Figure 1. Clock nets (run 1).
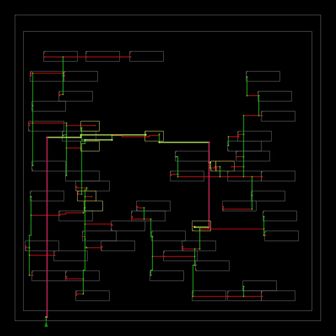
Figure 2. Layout detail (run 1).
Region (0, 33) to (50, 83) um. Cells in gray, sequential cells in the stronger gray; small squares are vias.
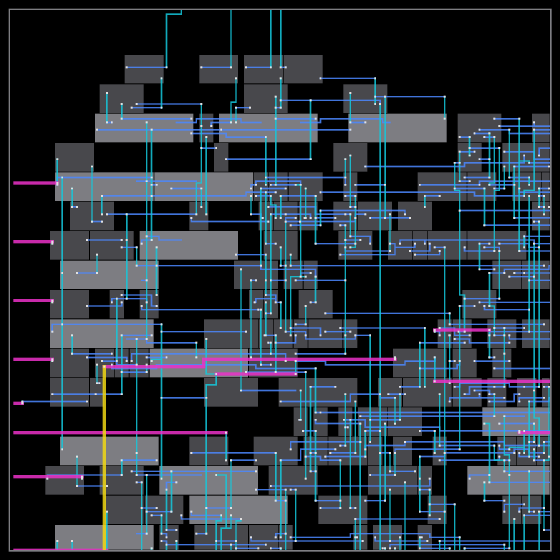
Figure 3. Logic cells by family (run 1).
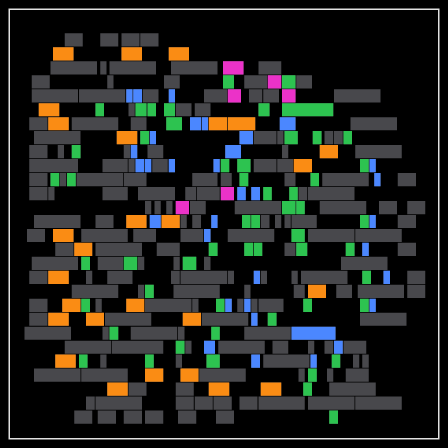
Figure 4. Sequential cells grouped by signal name (run 1).
Other sequential cells in the stronger gray, the rest of the logic in the fainter gray.
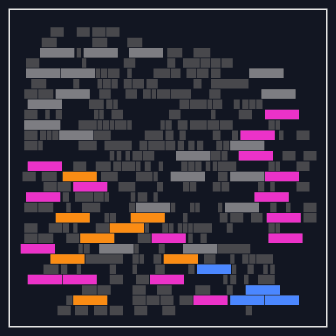
**src/rtl/mul_seq.sv**
```systemverilog
// Sequential signed OPSIZE x OPSIZE multiplier using radix-2 Booth recoding, one iteration per clock.
// Result appears OPSIZE edges after start is captured; start is ignored while busy (ready=0).
module mul_seq #(
  parameter int OPSIZE = 8
) (
  input  logic                  clk,
  input  logic                  rst_n,
  input  logic                  start,
  input  logic [OPSIZE-1:0]     a,
  input  logic [OPSIZE-1:0]     b,
  output logic [2*OPSIZE-1:0]   out,
  output logic                  ready
);

  localparam int CW = $clog2(OPSIZE + 1);

  typedef enum logic {IDLE, BUSY} state_t;

  state_t            state, state_nxt;
  logic [OPSIZE:0]   mcand;
  logic [OPSIZE:0]   hi;
  logic [OPSIZE-1:0] lo;
  logic              q_1;
  logic [CW-1:0]     cnt;

  logic [OPSIZE:0]     hi_sum;
  logic [2*OPSIZE+1:0] shifted;
  logic                capture;
  logic                done;

  always_ff @(posedge clk or negedge rst_n) begin
    if (!rst_n) state <= IDLE;
    else        state <= state_nxt;
  end

  always_comb begin
    state_nxt = state;
    capture   = 1'b0;
    done      = 1'b0;
    case (state)
      IDLE: begin
        if (start) begin
          capture   = 1'b1;
          state_nxt = BUSY;
        end
      end
      BUSY: begin
        if (cnt == CW'(1)) begin
          done      = 1'b1;
          state_nxt = IDLE;
        end
      end
      default: state_nxt = IDLE;
    endcase
  end

  // Booth step: the upper half is one bit wider than the operand so that
  // subtracting the most-negative multiplicand cannot wrap.
  always_comb begin
    hi_sum = hi;
    case ({lo[0], q_1})
      2'b01:   hi_sum = hi + mcand;
      2'b10:   hi_sum = hi - mcand;
      default: hi_sum = hi;
    endcase
    shifted = $signed({hi_sum, lo, q_1}) >>> 1;
  end

  always_ff @(posedge clk or negedge rst_n) begin
    if (!rst_n) begin
      mcand <= '0;
      hi    <= '0;
      lo    <= '0;
      q_1   <= 1'b0;
      cnt   <= '0;
      out   <= '0;
      ready <= 1'b1;
    end else if (capture) begin
      mcand <= {a[OPSIZE-1], a};
      hi    <= '0;
      lo    <= b;
      q_1   <= 1'b0;
      cnt   <= CW'(OPSIZE);
      ready <= 1'b0;
    end else if (state == BUSY) begin
      hi  <= shifted[2*OPSIZE+1:OPSIZE+1];
      lo  <= shifted[OPSIZE:1];
      q_1 <= shifted[0];
      cnt <= cnt - CW'(1);
      if (done) begin
        out   <= shifted[2*OPSIZE:1];
        ready <= 1'b1;
      end
    end
  end

endmodule

```
**config.mk**
```make
export PLATFORM = sky130hd
export DESIGN_NAME = mul_seq
export DESIGN_NICKNAME = d
export VERILOG_FILES = /design/src/rtl/mul_seq.sv
export SDC_FILE = /design/constraint.sdc
export NUM_CORES = 1
export LEC_CHECK = 0
export ABC_AREA = 0
export CAP_MARGIN = 5
export CORE_MARGIN = 2
export CORE_UTILIZATION = 40
export DETAILED_ROUTE_END_ITERATION = 8
export GPL_TIMING_DRIVEN = 0
export SLEW_MARGIN = 10
export SYNTH_ARGS = -nofsm -noshare
export SYNTH_HDL_FRONTEND = slang
export SYNTH_SLANG_ARGS = --single-unit
```
**constraint.sdc**
```tcl
create_clock -name clk -period 4 [get_ports clk]
set_clock_uncertainty 0.1 [all_clocks]
set_input_delay 0.6 -clock clk [delete_from_list [all_inputs] [get_ports clk]]
set_output_delay 0.6 -clock clk [all_outputs]
set_load 0.005 [all_outputs]
```
==> flow_summary.ini, run 1 <==
; flow metrics
[grt]
antenna_found_initial = 0
grt_max_degree = 26
grt_pass1_vias = 1936
overflow = 0

[floorplanning]
dieHeight_um = 83.4
rows = 28
core_area_um2 = 5990
ios = 36
fp.dieW_um = 83.4

[logic_synthesis]
ys_types = 39
most_common_cell = dfrtp_1
synth_cells = 245
synth-edff-count = 0
syn_nets = 277
synth_top_cell_by_area = dfrtp_1
ys_seq_share = 0.467
topCellsByArea = dfrtp_1 46%, ha_1 6.0%, mux2i_1 4.8%
common_cells = 46 x dfrtp_1, 21 x nor2_1, 20 x a21oi_1
yosysTopAreaCellShare = 0.457
synth_flops = 47
synthesis.area_um2 = 2520
ys_chip_area_um2 = 2520
avgSynthCellArea_um2 = 10.3
ys.flop_type = dfrtp_1

[critical_path]
endpoint_kind = flop
cp_slowest_cell = fa_1
path_common_cell = a21oi_1
critical_path_class = reg2reg
arrival_ns = 3.23
critPathRequiredTime_ns = 4.07
critPathMaxStageDelay_ns = 0.43

[finish]
fill_cells = 565
finalNetCount = 320
final-comb-area_um2 = 1240
layout-drive-gt1-share = 0.0969
insertedDiodeCount = 0
lay_top_cells = 46 x dfrtp_1, 34 x clkdlybuf4s50_1, 21 x nor2_1
synthToLayoutAreaGrowth_pct = 22.5

[placement]
hpwlAfterDp_um = 4070
io_buffers = 35
gp_congestion = 0.846
place_ws_ns = 0.862

[clock_tree]
clock-sinks = 47
postCtsSetupBuffers = 0
cts_resized = 0
clk_pin_slew_ns = 0.08
cts_buffer_depth = 2
cts_tree = done
ctsHoldBuffers = 0
ctsHtreeMaxLevel = 2

[final_timing]
rsz0062_at_grt = no
max_clock_freq_ghz = 0.316
period_needed_ns = 3.16
timing.final.ws_setup_ns = 0.838
finalSetupTns_ns = 0
setup_viol = 0
worstMarginPinSlew_ns = 0.654
hold_violations = 0

[drt]
totalWireLength_um = 5390
ant_nets = 0
avgRoutedWirePerCell_um = 14.8
first_pass_iters = 5
remaining_drc_errors = 0
viasPerCell = 5.19
vias = 1888

[hold_path]
min_path_type = in2async

[flow_run]
tool_warnings = 27
drv_cap = 0

[run_status]
outcome = finished, final reports clean
## Picture notes: Figure 1
TritonCTS Buffers: 5
insertion delay at the late pin of the worst-skew pair: 0.29 ns
Clock Buffer Count: 8
Seq cells: 47

## Picture notes: Figure 2
[magenta] M3
[cyan] M2
[yellow] M4
[blue] M1
netlist names of flops here include: `mcand` (8), `out` (3), `hi` (2)
cells with their middle in the window: 125
most frequent: dfrtp_1 (14), clkdlybuf4s50_1 (12), nor2_1 (10)
sequential cells in the window: 15

## Picture notes: Figure 3
[magenta] non-inverting ao/oa cells | cells: 6 | most used: o21a_1 | where: north
[green] aoi and oai cells | cells: 54 | most used: a21oi_1
[orange] mux cells | cells: 27 | most used: mux2i_1
[blue] nor cells | cells: 34 | most used: nor2_1
logic share of the area: 0.403
Layout Cells excl Fill: 364
most frequent logic cell in the layout: dfrtp_1

## Picture notes: Figure 4
[orange] `lo` | flops: 8
[magenta] `out` | flops: 16
[blue] `cnt` | flops: 4 | where: south-east
flop share of the area: 0.382
final core occ: 0.515
Reg area: 1180 um^2

## run 1: layout make-up
class                           instances  area share
Timing Repair Buffer                   36       0.121
Inverter                               14      0.0170
Tap cell                               75      0.0304
Buffer                                 11      0.0142
Multi-Input combinational cell        173       0.403
Sequential cell                        47       0.382
Clock buffer                            8      0.0324
## run 1: registers in the layout (all words and copies together), names as in the netlist
register / count
cnt: 4
hi: 8
lo: 8
mcand: 8
out: 16
q_1: 1
ready: 1
state: 1
## run 1: metrics by stage
step / cell area [um^2] / utilization / hold WS, ns / instances
2_1_floorplan: 2520 / - / 0.204 / 245
3_3_place_gp: 2960 / 0.495 / 0.370 / 355
3_5_place_dp: 2990 / 0.498 / 0.374 / 356
4_1_cts: 3090 / 0.515 / 0.222 / 364
5_1_grt: 3090 / 0.515 / 0.238 / 364
6_report: 3090 / 0.515 / 0.210 / 364
## run 1: worst max-delay path: cells and delay by family, from the launching register on
family / cells / cell delay (ns)
muxes: 2 / 0.80
adders and majority gates: 2 / 0.57
AOI/OAI and AO/OA: 3 / 0.46
DFF: 1 / 0.37
buffers and inverters: 2 / 0.35
xor gates and xnor gates: 1 / 0.19
and+or+nand+nor: 1 / 0.18
## run 1: metal layers
metal | global-route usage | vias to the layer above | wire length [um]
li1 | - | 946 | -
met4 | 0.0626 | 0 | 72
met1 | 0.239 | 903 | 2740
met5 | 0 | - | 0
met3 | 0.0308 | 5 | 166
met2 | 0.260 | 34 | 2400
## run 1: path summary, 6_finish.rpt
kind / start / endpoint / slack [ns] / cells past startpoint
setup / recovery: q_1$_DFFE_PN0P_ / out[15]$_DFFE_PN0P_ / 0.84 / 11
hold / removal: rst_n / out[3]$_DFFE_PN0P_ / 0.21 / 1
setup reg to reg: q_1$_DFFE_PN0P_ / out[15]$_DFFE_PN0P_ / 0.84 / 11
hold reg to reg: out[5]$_DFFE_PN0P_ / out[5]$_DFFE_PN0P_ / 0.39 / 1
max in group asynchronous: rst_n / out[12]$_DFFE_PN0P_ / 3.07 / 2
min in group clk: out[5]$_DFFE_PN0P_ / out[5]$_DFFE_PN0P_ / 0.39 / 1
## run 1: kinds of logic (layout without fill, tap and decap cells)
group / Yosys count / after routing / share of synthesized area
muxes: 27 / 27 / 0.116
buffers and inverters: 25 / 69 / 0.0383
and+or+nand+nor: 60 / 60 / 0.118
AOI/OAI and AO/OA: 60 / 60 / 0.148
adders and majority gates: 13 / 13 / 0.0676
xor gates and xnor gates: 13 / 13 / 0.0452
DFF: 47 / 47 / 0.467
Figure 5. PDN straps and rails (run 1).
Pins as bars on the die edge.
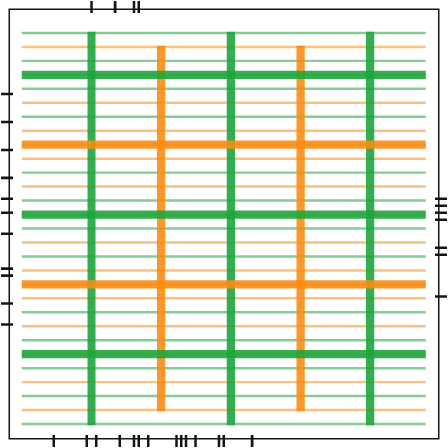

==> run 1 -> run 2 <==
==> constraint.sdc (replaced) <==
create_clock -name clk -period 2.8 [get_ports clk]
set_clock_uncertainty 0.1 [all_clocks]
set_input_delay 0.42 -clock clk [delete_from_list [all_inputs] [get_ports clk]]
set_output_delay 0.42 -clock clk [all_outputs]
set_load 0.005 [all_outputs]
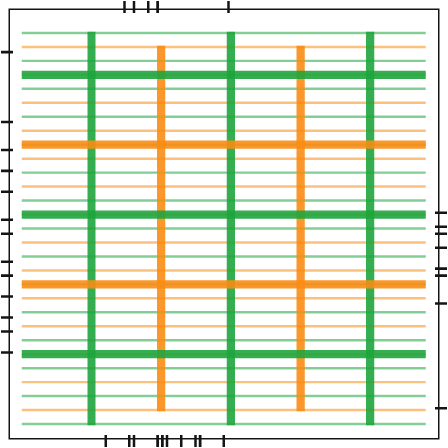
Figure 6: run 2, PDN straps and rails.
Pins as bars on the die edge.
[orange] VDD
[green] VSS
signal pins: 36
rows: 28
met4 straps: 5

==> run 2 against run 1 <==
Sequential share of layout area is 1.6 points lower; critical path depth stayed put; non-clock buffer count is 6 higher.
==> flow_summary.ini, run 2 <==
; flow metrics
[finish]
insertedDiodeCount = 0
layout-drive-gt1-share = 0.149
lay_top_cells = 46 x dfrtp_1, 34 x clkdlybuf4s50_1, 21 x nor2_1
largest_register = out
design_area_um2 = 3220
instances_no_fill = 370
largest_reg_flops = 16
finalNetCount = 326

[final_timing]
finalSetupTns_ns = 0
rsz0062_at_grt = yes
max_clock_freq_ghz = 0.359
hold_violations = 0

[clock_tree]
cts_tree = done
clock-sinks = 47
clock_latency_ns = 0.30
clk_pin_slew_ns = 0.08

[placement]
gp_congestion = 0.779
hpwlAfterDp_um = 4010
place_area_um2 = 2980
io_buffers = 35

[logic_synthesis]
synth_top_cell_by_area = dfrtp_1
ys.flop_type = dfrtp_1
most_common_cell = dfrtp_1
ys_types = 39
synth-edff-count = 0
common_cells = 46 x dfrtp_1, 21 x nor2_1, 20 x a21oi_1
syn_nets = 277
synth_cells = 245

[drt]
remaining_drc_errors = 0
viasPerCell = 5.22

[flow_run]
drv_cap = 0
tool_warnings = 28

[grt]
antenna_found_initial = 0
grt_max_degree = 29

[critical_path]
critical_path_class = reg2reg
r2r_slack_ns = 0.01

[floorplanning]
dieHeight_um = 83.4
rows = 28

[run_status]
outcome = finished, final reports clean
## run 2: cell count changes in the layout (fill, tap and decap cells not counted), moves of 2 or more
| cell | previous run | this run |
|---|---|---|
| buf_4 | 0 | 5 |
| ha_4 | 0 | 2 |
| inv_1 | 11 | 8 |
| ha_1 | 12 | 10 |
| inv_2 | 3 | 5 |
## run 2: routing by layer
metal | GRT usage | part of all wire
met1 | 0.242 | 0.51
met3 | 0.0328 | 0.025
met2 | 0.259 | 0.45
met5 | 0 | 0
met4 | 0.0537 | 0.015
## run 2: cells by family (layout without fill, tap and decap cells)
kind of cell,after synthesis,in the layout,share of synthesized area
AOI/OAI and AO/OA,60,60,0.148
and+or+nand+nor,60,60,0.118
DFF,47,47,0.467
muxes,27,27,0.116
buffers and inverters,25,75,0.0383
adders and majority gates,13,13,0.0676
xor gates and xnor gates,13,13,0.0452
## run 2: layout make-up
| type | count | area [um^2] | share of cell area |
|---|---|---|---|
| timing repair buffer | 42 | 413 | 0.128 |
| sequential | 47 | 1180 | 0.366 |
| multi-input combinational | 173 | 1320 | 0.411 |
| buffer | 11 | 55.1 | 0.0171 |
| clock buffer | 8 | 100 | 0.0311 |
| inverter | 14 | 55.1 | 0.0171 |
| tap | 75 | 93.8 | 0.0292 |
## run 2: worst paths after layout
kind,startpoint,to,cells after the start
max reg2reg,lo[0]$_DFFE_PN0P_,out[12]$_DFFE_PN0P_,11
min in group asynchronous,rst_n,out[9]$_DFFE_PN0P_,2
max in group asynchronous,rst_n,ready$_DFFE_PN1P_,3
max,lo[0]$_DFFE_PN0P_,out[12]$_DFFE_PN0P_,11
min,ready$_DFFE_PN1P_,ready$_DFFE_PN1P_,2
min reg2reg,ready$_DFFE_PN1P_,ready$_DFFE_PN1P_,2
## run 2: through the flow
stage	setup WS (ns)	hold WS [ns]	utilization
4_1_cts	0.0200	0.390	0.525
2_1_floorplan	0.0340	0.0244	-
3_5_place_dp	-0.233	0.306	0.497
6_report	0.0140	0.387	0.537
5_1_grt	-0.113	0.410	0.537
3_3_place_gp	-0.227	0.369	0.495
## run 2: worst max-delay path, cell delays in order, from the launching register on
cell	delay, ns
dfrtp_1	0.42
ha_4	0.18
buf_8	0.12
mux2_4	0.32
inv_4	0.06
ha_4	0.18
nor2b_1	0.12
o21a_1	0.20
o21a_1	0.21
mux2_4	0.32
a2111oi_4	0.32
a21oi_1	0.11
## run 2: what timing repair did
action | in CTS | in global routing
resized | 9 | 10
endpoints found under the hold margin | 19 | 0
buffers inserted | 2 | 3
endpoints found under the setup margin | 5 | 9
hold buffers | 1 | 0
pin swaps | 4 | 6
==> run 2 -> run 3 <==
--- a/config.mk
+++ b/config.mk
@@ -6,7 +6,7 @@
 export NUM_CORES = 1
 export LEC_CHECK = 0
 export ABC_AREA = 0
-export CAP_MARGIN = 5
+export CAP_MARGIN = 20
 export CORE_MARGIN = 2
 export CORE_UTILIZATION = 40
 export DETAILED_ROUTE_END_ITERATION = 8
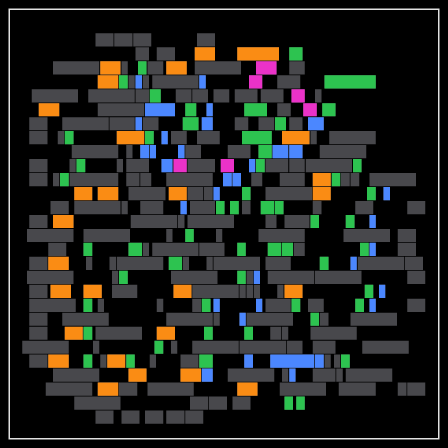
Figure 7: run 3, logic cells by family.
[orange] mux cells | cells: 27 | most used: mux2i_1
[magenta] non-inverting ao/oa cells | cells: 6 | most used: o21a_1 | where: north
[blue] nor cells | cells: 34 | most used: nor2_1
[green] aoi and oai cells | cells: 54 | most used: a21oi_1
logic share of the area: 0.411
Layout Cells excl Fill: 370

==> run 3 against run 2 <==
Critical path depth is the same; clock-buffer cell count did not move; highest routed layer unchanged.
==> flow_summary.ini, run 3 <==
; flow metrics
[run_status]
outcome = finished, final reports clean

[drt]
ant_nets = 0
viasPerCell = 5.22
vias = 1930
first_pass_iters = 4

[finish]
mostFrequentLayoutCell = dfrtp_1
finalNetCount = 326
lay_top_cells = 46 x dfrtp_1, 34 x clkdlybuf4s50_1, 21 x nor2_1
fill_cells = 561
layout-drive-gt1-share = 0.149

[final_timing]
period_needed_ns = 2.79
max_clock_freq_ghz = 0.359
rsz0062_at_grt = yes
worstMarginPinSlew_ns = 0.639
setup_viol = 0
hold_ws_ns = 0.387

[grt]
overflow = 0
grt_pass1_vias = 1924
grt_max_degree = 29
antenna_found_initial = 0

[placement]
hpwlAfterDp_um = 4010
place_inst = 356
place_ws_ns = -0.233
io_buffers = 35

[critical_path]
endpoint_kind = flop
arrival_ns = 2.86
crit_path_cell_trace = ha_4 -> buf_8 -> mux2_4 -> inv_4 -> ha_4 -> nor2b_1 -> o21a_1 -> o21a_1 -> mux2_4 -> a2111oi_4 -> a21oi_1
critPathMaxStageDelay_ns = 0.42
r2r_cells = 11
critical_path_class = reg2reg
cp.buffers_inverters = 2
r2r_slack_ns = 0.01
cp_slowest_cell = dfrtp_1

[logic_synthesis]
ys_types = 39
ys_chip_area_um2 = 2520
ys_seq_share = 0.467
most_common_cell = dfrtp_1
syn_nets = 277
synth_top_cell_by_area = dfrtp_1
synth_flops = 47

[floorplanning]
ios = 36
core_area_um2 = 5990
rows = 28
dieHeight_um = 83.4
fp.dieW_um = 83.4

[flow_run]
tool_warnings = 28

[clock_tree]
clock-sinks = 47
clk_pin_slew_ns = 0.08

[hold_path]
whs_path_depth = 2
min_path_type = reg2reg
-- run 3: cell counts in the layout (fill, tap and decap cells not counted) --
No cell type changed its count.
-- run 3: timing repair --
item                                    4_1_cts  5_1_grt
buffers inserted                              2        3
endpoints found under the setup margin        5        9
gates resized                                 9       10
pin swaps                                     4        6
gates cloned                                  0        0
hold endpoints to repair                     19        0
hold buffers                                  1        0
-- run 3: per-layer routing --
layer,part of all wire,global-route usage
met5,0,0
met4,0.015,0.0537
met3,0.025,0.0328
met2,0.45,0.259
met1,0.51,0.242
-- run 3: logic make-up (layout without fill, tap and decap cells) --
| logic type | count (synthesis) | in the layout | share of synthesized area |
|---|---|---|---|
| and+or+nand+nor | 60 | 60 | 0.118 |
| adders and majority gates | 13 | 13 | 0.0676 |
| buffers and inverters | 25 | 75 | 0.0383 |
| DFF | 47 | 47 | 0.467 |
| xor gates and xnor gates | 13 | 13 | 0.0452 |
| AOI/OAI and AO/OA | 60 | 60 | 0.148 |
| muxes | 27 | 27 | 0.116 |
-- run 3: worst min-delay path, cell delays in order (launching register included) --
cell     delay [ns]
dfstp_2        0.38
inv_1          0.04
o21ai_0        0.07
-- run 3: through the flow --
| stage | instance area [um^2] | setup TNS, ns |
|---|---|---|
| after global placement | 2960 | -9.18 |
| final | 3220 | 0 |
| after CTS | 3150 | 0 |
| after detailed placement | 2980 | -0.781 |
| after floorplan | 2520 | 0 |
| after global routing | 3220 | -0.264 |
-- run 3: path summary, 6_finish.rpt --
| kind | startpoint | end |
|---|---|---|
| max in group asynchronous | rst_n | ready$_DFFE_PN1P_ |
| worst min-delay path | ready$_DFFE_PN1P_ | ready$_DFFE_PN1P_ |
| min in group asynchronous | rst_n | out[9]$_DFFE_PN0P_ |
| worst max register to register | lo[0]$_DFFE_PN0P_ | out[12]$_DFFE_PN0P_ |
| worst min register to register | ready$_DFFE_PN1P_ | ready$_DFFE_PN1P_ |
| worst max-delay path | lo[0]$_DFFE_PN0P_ | out[12]$_DFFE_PN0P_ |
-- run 3: cell type report --
cell class	count	area [um^2]	area share
plain buffers	11	55.1	0.0171
clock buffers	8	100	0.0311
inverters	14	55.1	0.0171
multi-input cells	173	1320	0.411
flip-flops and latches	47	1180	0.366
well taps	75	93.8	0.0292
repair buffers	42	413	0.128
